<file path="config.mk">
export PLATFORM = sky130hd
export DESIGN_NAME = mem_stage_sram
export DESIGN_NICKNAME = d
export VERILOG_FILES = /design/src/rtl/mem_stage_sram.sv
export SDC_FILE = /design/constraint.sdc
export NUM_CORES = 1
export LEC_CHECK = 0
export CORE_ASPECT_RATIO = 1.5
export CORE_MARGIN = 3
export CORE_UTILIZATION = 45
export CTS_BUF_LIST = sky130_fd_sc_hd__clkbuf_16
export DETAILED_ROUTE_END_ITERATION = 16
export PLACE_DENSITY = 0.93
export SYNTH_ARGS = -nofsm -noshare
export SYNTH_HDL_FRONTEND = slang
export SYNTH_SLANG_ARGS = --single-unit
</file>
<file path="constraint.sdc">
create_clock -name clk -period 3.3 [get_ports clk]
set_input_delay 0.99 -clock clk [delete_from_list [all_inputs] [get_ports clk]]
set_output_delay 0.99 -clock clk [all_outputs]
set_load 0.01 [all_outputs]
</file>
<file path="src/rtl/mem_stage_sram.sv">
// Memory stage: performs 32-bit loads/stores on a 16-bit asynchronous SRAM as two
// half-word accesses with programmable wait states, freezing the pipeline meanwhile.
module mem_stage_sram #(
  parameter int SRAM_AW     = 18,
  parameter int SRAM_DW     = 16,
  parameter int WAIT_CYCLES = 5,
  parameter int BASE_ADDR   = 1024
) (
  input  logic               clk,
  input  logic               rst,
  input  logic               wb_en_in,
  input  logic               mem_r_en,
  input  logic               mem_w_en,
  input  logic [31:0]        alu_result,
  input  logic [31:0]        val_rm,
  input  logic [3:0]         dest_in,
  output logic               wb_en_out,
  output logic               mem_r_en_out,
  output logic [31:0]        alu_out,
  output logic [3:0]         dest_out,
  output logic [31:0]        mem_data,
  output logic               ready,
  output logic [SRAM_AW-1:0] sram_addr,
  output logic [SRAM_DW-1:0] sram_wdata,
  input  logic [SRAM_DW-1:0] sram_rdata,
  output logic               sram_we_n,
  output logic               sram_oe_n
);

  typedef enum logic [1:0] {IDLE, LO, HI, DONE} state_t;

  localparam logic [3:0] LAST   = 4'(WAIT_CYCLES - 1);
  localparam logic [3:0] PENULT = 4'(WAIT_CYCLES - 2);

  state_t               state;
  logic [3:0]           cnt;
  logic [SRAM_DW-1:0]   lo_buf;
  logic                 mem_op;
  logic                 is_read;
  logic                 last_beat;
  logic [31:0]          offset;
  logic [SRAM_AW-1:0]   lo_addr;
  logic [SRAM_AW-1:0]   hi_addr;

  assign wb_en_out    = wb_en_in;
  assign mem_r_en_out = mem_r_en;
  assign alu_out      = alu_result;
  assign dest_out     = dest_in;

  // A simultaneous read and write request is treated as a store.
  assign mem_op    = mem_r_en | mem_w_en;
  assign is_read   = mem_r_en & ~mem_w_en;
  assign last_beat = (cnt == LAST);

  assign offset  = alu_result - 32'(BASE_ADDR);
  assign lo_addr = SRAM_AW'({offset >> 2, 1'b0});
  assign hi_addr = lo_addr | SRAM_AW'(1);

  assign ready = ((state == IDLE) && !mem_op) || (state == DONE);

  // SRAM strobes are registered and set up one cycle ahead so they never glitch;
  // write enable releases on the final cycle of each phase while address/data hold.
  // NOTE: all state uses non-blocking assignments so every register samples pre-edge values.
  always_ff @(posedge clk or negedge rst) begin
    if (!rst) begin
      state      <= IDLE;
      cnt        <= '0;
      lo_buf     <= '0;
      mem_data   <= '0;
      sram_addr  <= '0;
      sram_wdata <= '0;
      sram_we_n  <= 1'b1;
      sram_oe_n  <= 1'b1;
    end else begin
      unique case (state)
        IDLE: begin
          if (mem_op) begin
            state      <= LO;
            cnt        <= '0;
            sram_addr  <= lo_addr;
            sram_wdata <= mem_w_en ? val_rm[SRAM_DW-1:0] : '0;
            sram_we_n  <= ~mem_w_en;
            sram_oe_n  <= ~is_read;
          end
        end
        LO: begin
          if (last_beat) begin
            state      <= HI;
            cnt        <= '0;
            if (is_read) lo_buf <= sram_rdata;
            sram_addr  <= hi_addr;
            sram_wdata <= mem_w_en ? val_rm[2*SRAM_DW-1:SRAM_DW] : '0;
            sram_we_n  <= ~mem_w_en;
          end else begin
            cnt <= cnt + 4'd1;
            if (cnt == PENULT) sram_we_n <= 1'b1;
          end
        end
        HI: begin
          if (last_beat) begin
            state      <= DONE;
            cnt        <= '0;
            if (is_read) mem_data <= {sram_rdata, lo_buf};
            sram_addr  <= '0;
            sram_wdata <= '0;
            sram_we_n  <= 1'b1;
            sram_oe_n  <= 1'b1;
          end else begin
            cnt <= cnt + 4'd1;
            if (cnt == PENULT) sram_we_n <= 1'b1;
          end
        end
        DONE: state <= IDLE;
        default: state <= IDLE;
      endcase
    end
  end

endmodule

</file>
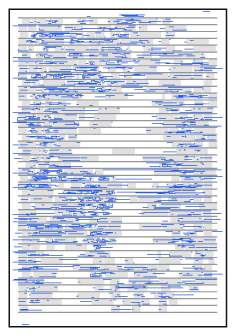
Figure 1: run 1, the metal 1 layer.
Supply wires on this layer in grey. Cells faint in the background.
The wires run mostly horizontal. 456 nets have wire on it. The layer holds 37% of the routed length. The longest straight run is 29.0 um. The layer carries 3780 um of wire.
vias: 3187
GRT met1 Usage: 0.215
DRT Wirelength: 10100 um

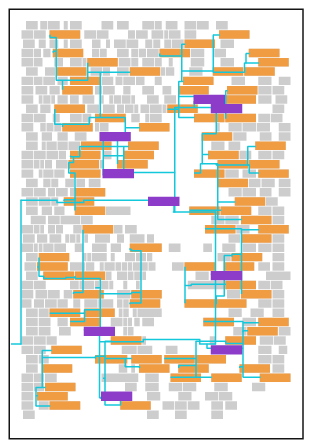
Figure 2: run 1, clock network drawn from the DEF.
Cyan marks clock wires, length 1020 um. Purple marks cells driving clock nets, count 9. Orange marks flip-flops, count 90.
There are 10 routed clock nets.
Insertion Delay late pin: 330 ps
Power Clock: 1050 uW

==> out/metrics.cfg, run 1 <==
[status]
outcome=finished, final reports clean

[critical_path]
r2r_start=state[1]
crit_start=mem_w_en
required_ps=2310
rr_worst_depth=7
r2r-end=sram_addr[3]
critPathKind=input pin to output pin
crit_fanout=2
rrSetupSlack_ps=990
critPathLaunchType=input pin
worstPathArrival_ps=2180
critPathCapture=ready
endpoint_kind=output pin

[yosys]
top_cells_by_area=dfrtp_1 51%, mux2_2 13%, buf_4 6.7%
synthFlopType=dfrtp_1
ys_async_sr_fraction=1.00
postSynthCellCount=353
syn_area_um2=4280
ys_area_um2=4280
simple_gate_share=0.0797
fp_nets=451
synth_cell_type_count=40
yosysTopAreaCell=dfrtp_1
synthAdderAreaFrac=0.0263
xor_share=0.0123
yosys_register_bits=90
ys_sh_mux=0.134
ys_seq_share=0.526
ys.warnings.count=0
avgSynthCellArea_um2=12.1
ys_top_cells_by_count=88 x dfrtp_1, 49 x mux2_2, 38 x buf_4
top_area_frac=0.514
synth.most_common_cell=dfrtp_1
yosys_cells=353
edf_count=0
synthAoiAreaFrac=0.117
logic_family=multiplexers

[cts]
cts_buffers=9
clkTransAtPathRegs_ps=60
cts_buffer_depth=2
htreeDepth=3
root_buffer=clkbuf_16
post_cts_buffers=0
cts_tree=built

[detailed_routing]
routedWlPerCell_um=17.1
drt_iter0_markers=85
route.detailed.drc=0
postRouteAntennaNets=0
via_per_inst=5.39
drt-pass1-iter-count=4

[hold_path]
worstHoldPathType=flop to flop
hold_end=sram_wdata[4]
hp-start=sram_wdata[4]
min_path_cells=2

[placement]
gp_congestion=0.846
dpl_cell_area_um2=5670
hpwl_um=7540
io_buffers=155
pre_cts_ws_ps=-136
placed_cells=575

[timing]
finalCritPeriodShare=0.960
finalHoldViolCount=0
slew_headroom=0.569
finalMaxSlewViolations=0
tns_ps=0
period_needed_ps=3170
whs_ps=483
rsz0062_at_grt=false
setup_violations=0
max_freq_mhz=316
tightest_slew_ps=647

[finish]
stdcell_count=591
n_antenna_cell=0
lay_top_count=clkdlybuf4s50_1
drive_gt1_frac=0.171
final_util=0.646
fillCellCount=693
reg_top3=mem_data x32, sram_addr x18
lay_top_cells=153 x clkdlybuf4s50_1, 88 x dfrtp_1, 49 x mux2_2
largest_reg_flops=32
final_nets=572
regMostFlops=mem_data

[floorplan]
ios=196
die_h_um=126
chip_area_um2=10800
core_um2=9250
die_w_um=85.7
fp-row-count=43
initCoreUtil=0.463

[global_routing]
busiest_layer=met2
grt_pass1_vias=3527
grt_max_degree=52
grt_usage=0.196
grt-ovfl-total=0
grt_pass1_wl_um=16700
met2_usage=0.346
gr-usage-met3=0.0646
antenna_found_initial=0

[pwr]
p_int_uw=3180
leakage_uw=0.00270
power-top-group=combinational logic
pwr_density_cell_nw_per_um2=814
clock_power_share=0.215
powerSeq_uw=1670
power_frac_seq=0.344
p_sw_frac=0.347
power.total_uw=4860
vdd_drop_max_uv=499
comb_power_uw=2150
switchingPower_uw=1690
combPwrFrac=0.441

[run]
warnings=32
cap_violations=0

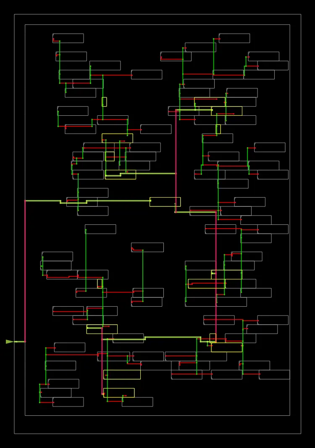
Figure 3: run 1, clock routing.
Clock buffer cells: 9
clock sink total: 90
clock skew: 8.61 ps
registers: 90

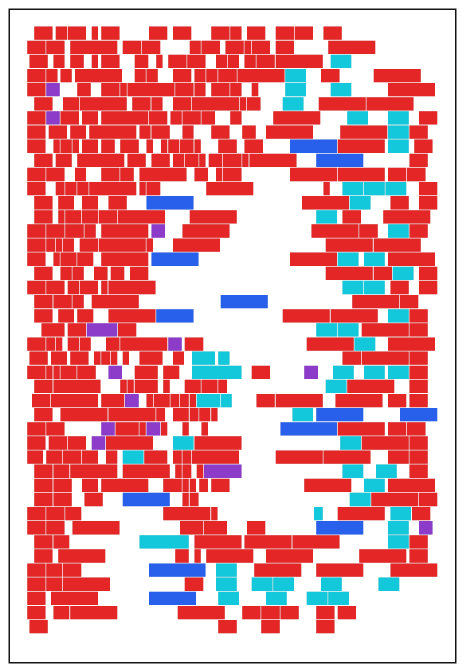
Figure 4: run 1, sizing map.
Purple marks drive 3 to 4, cells 13, share 2.7%, most used buf_4. Red marks drive 1 or less, cells 397, share 83%, most used clkdlybuf4s50_1. Blue marks drive 6 and up, cells 13, share 2.7%, most used clkbuf_16. Cyan marks drive 2, cells 56, share 12%, most used mux2_2.
Non-clk bufs: 166
PnR worst setup slack: 132 ps
final instance area: 5980 um2
Area Overhead vs Synth: 39.6%

==> run 1: worst max-delay path: stages <==
cell	delay, ps
clkdlybuf4s50_1	420
or3b_1	400
nand2b_1	100
dlygate4sd2_1	270
==> run 1: cell type report <==
cell class | count | area (um2) | area share
multi-input combinational | 197 | 1580 | 0.265
clock inverter | 7 | 83.8 | 0.0140
sequential | 90 | 2250 | 0.377
tap | 112 | 140 | 0.0234
inverter | 10 | 37.5 | 0.00628
timing repair buffer | 166 | 1660 | 0.277
clock buffer | 9 | 225 | 0.0377
==> run 1: metal layers <==
layer	vias to the layer above	wire length [um]
li1	1452	-
met1	1557	3780
met2	159	5240
met3	19	863
met4	0	204
met5	-	0
==> run 1: repair_timing <==
item,4_1_cts,5_1_grt
resized,1,0
endpoints found under the setup margin,1,0
hold buffers,0,0
## Run 2: what changed since run 1
--- a/config.mk
+++ b/config.mk
@@ -8,7 +8,6 @@
 export CORE_ASPECT_RATIO = 1.5
 export CORE_MARGIN = 3
 export CORE_UTILIZATION = 45
-export CTS_BUF_LIST = sky130_fd_sc_hd__clkbuf_16
 export DETAILED_ROUTE_END_ITERATION = 16
 export PLACE_DENSITY = 0.93
 export SYNTH_ARGS = -nofsm -noshare
==> constraint.sdc (replaced) <==
create_clock -name clk -period 3.7 [get_ports clk]
set_input_delay 1.11 -clock clk [delete_from_list [all_inputs] [get_ports clk]]
set_output_delay 1.11 -clock clk [all_outputs]
set_load 0.01 [all_outputs]
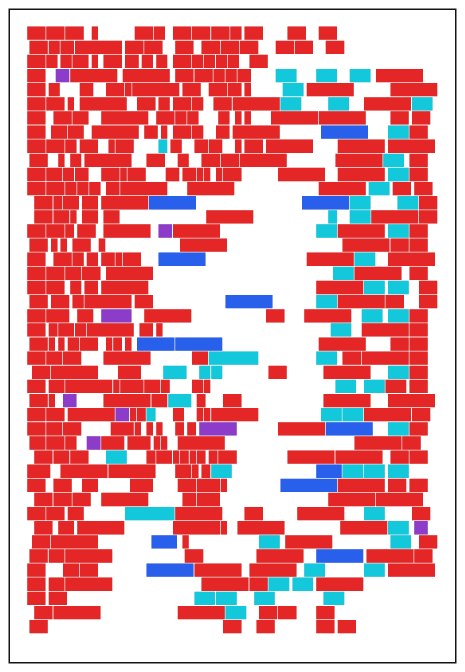
Figure 5: run 2, sizing map.
Red marks drive 1 or less, cells 394, share 83%, most used clkdlybuf4s50_1. Cyan marks drive 2, cells 58, share 12%, most used mux2_2. Purple marks drive 3 to 4, cells 8, share 1.7%, most used buf_4. Blue marks drive 6 and up, cells 13, share 2.7%, most used clkbuf_16.
Area Overhead vs Synth: 38.2%
PnR worst setup slack: 285 ps

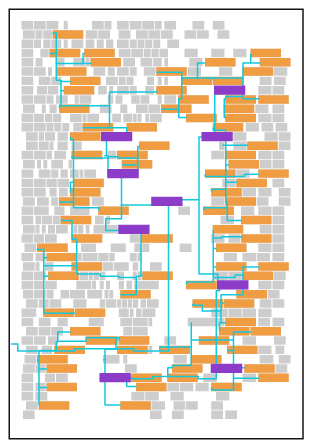
Figure 6: run 2, clock network drawn from the DEF.
Cyan marks clock wires, length 1000 um. Orange marks flip-flops, count 90. Purple marks cells driving clock nets, count 9.
Position of the flops: spread over the die. There are 10 routed clock nets.
Power Clock: 908 uW
Clock power frac: 0.214

==> run 2 against run 1 <==
Net effect: die size unchanged; setup slack gained 150 ps; clock power shrank about 10%; clock skew shrank 3.4 ps; synthesized area did not move; critical path type unchanged; largest cell class unchanged; largest power group unchanged; highest routed layer unchanged.
==> out/metrics.cfg, run 2 <==
[cts]
hold_buffers=0
root_buffer=clkbuf_16
cts_buffer_depth=2
post_cts_resized=0
cts_tree=built
cts_buffers=9
clkTransAtPathRegs_ps=60
post_cts_buffers=0
insertion_delay_ps=330
htreeDepth=3
cts_sinks=90

[finish]
final_util=0.640
drive_gt1_frac=0.167
largest_reg_flops=32
reg_top3=mem_data x32, sram_addr x18
stdcell_count=585
flop_area_um2=2250
fillCellCount=682
n_antenna_cell=0
lay_top_count=clkdlybuf4s50_1
final_nets=566
final-comb-area_um2=1580
lay_top_cells=153 x clkdlybuf4s50_1, 88 x dfrtp_1, 49 x mux2_2
final_area_um2=5920
regMostFlops=mem_data

[detailed_routing]
via_per_inst=5.27
wl_met1_um=3660
maxUsedRoutingLayer=met4
vias=3084
drt_iter0_markers=94
route.detailed.drc=0
route.met2.wl_um=4800
postRouteAntennaNets=0
met3WireLength_um=792
routedWlPerCell_um=16.2
routed_wl_um=9470
drt-pass1-iter-count=4

[global_routing]
gr-usage-met3=0.0613
busiest_layer=met2
grt_max_degree=91
met2_usage=0.311
antenna_found_initial=0
grt_usage=0.186
grt-ovfl-total=0
use_met1=0.210
grt_pass1_wl_um=15900
grt_pass1_vias=3378

[yosys]
syn_area_um2=4280
synth_cell_type_count=40
yosys_register_bits=90
synthFlopType=dfrtp_1
synth.most_common_cell=dfrtp_1
yosysTopAreaCell=dfrtp_1
top_cells_by_area=dfrtp_1 51%, mux2_2 13%, buf_4 6.7%
ys_async_sr_fraction=1.00
ys_top_cells_by_count=88 x dfrtp_1, 49 x mux2_2, 38 x buf_4
ys_seq_share=0.526
ys_area_um2=4280
avgSynthCellArea_um2=12.1
fp_nets=451
top_area_frac=0.514
edf_count=0
yosys_cells=353
postSynthCellCount=353
ys.warnings.count=0

[critical_path]
worstPathArrival_ps=2310
required_ps=2590
critical_path.slowest_cell=clkdlybuf4s50_1
crit_fanout=4
crit_family=buffers and inverters
crit_start=mem_r_en
critPathBufInv=3
slowest_delay_ps=570
rr_worst_depth=6
r2r_start=state[1]
critPathKind=input pin to output pin
cp.depth=3
cp_common_cell=clkdlybuf4s50_1
critical_path.cell_chain=clkdlybuf4s50_1 -> buf_4 -> clkdlybuf4s50_1
endpoint_kind=output pin
critPathLaunchType=input pin
critPathCapture=mem_r_en_out
rrSetupSlack_ps=1070
r2r-end=sram_addr[17]

[timing]
tightest_slew_ps=1180
rsz0062_at_grt=false
tns_ps=0
finalMaxSlewViolations=0
setup_violations=0
finalCritPeriodShare=0.923
finalHoldViolCount=0
slew_headroom=0.216
fin_skew_ps=5.17
period_needed_ps=3420
max_freq_mhz=293
whs_ps=476

[pwr]
leakage_uw=0.00268
vdd_drop_max_uv=576
power.total_uw=4250
pwr_density_cell_nw_per_um2=717

[floorplan]
core_um2=9250
fp-row-count=43
die_h_um=126
chip_area_um2=10800
initCoreUtil=0.463
ios=196
die_w_um=85.7

[hold_path]
hold_end=sram_wdata[0]
min_path_cells=2
worstHoldPathType=flop to flop
hp-start=sram_wdata[0]

[placement]
dpl_cell_area_um2=5610
placed_cells=569
io_buffers=155
pre_cts_ws_ps=35.9
gp_congestion=0.823
hpwl_um=7050

[run]
warnings=32
cap_violations=0

[status]
outcome=finished, final reports clean

-- run 2: cells by family (layout without fill, tap and decap cells) --
group	Yosys count	after routing	share of synthesized area
and+or+nand+nor	63	63	0.0797
muxes	51	51	0.134
adders and majority gates	9	9	0.0263
buffers and inverters	66	186	0.104
AOI/OAI and AO/OA	68	68	0.117
xor gates and xnor gates	6	6	0.0123
DFF	90	90	0.526
-- run 2: power by group --
part           internal, uW  switching, uW  total (uW)
sequential             1310            179        1490
clock                   556            352         908
combinational           920            933        1850
-- run 2: area by class of cell --
type,instances,share of cell area
Sequential cell,90,0.381
Timing Repair Buffer,160,0.270
Multi-Input combinational cell,197,0.267
Clock buffer,11,0.0427
Tap cell,112,0.0237
Clock inverter,5,0.00887
Inverter,10,0.00634
Power figures rest on the tool's default switching activity, not on a simulated workload.
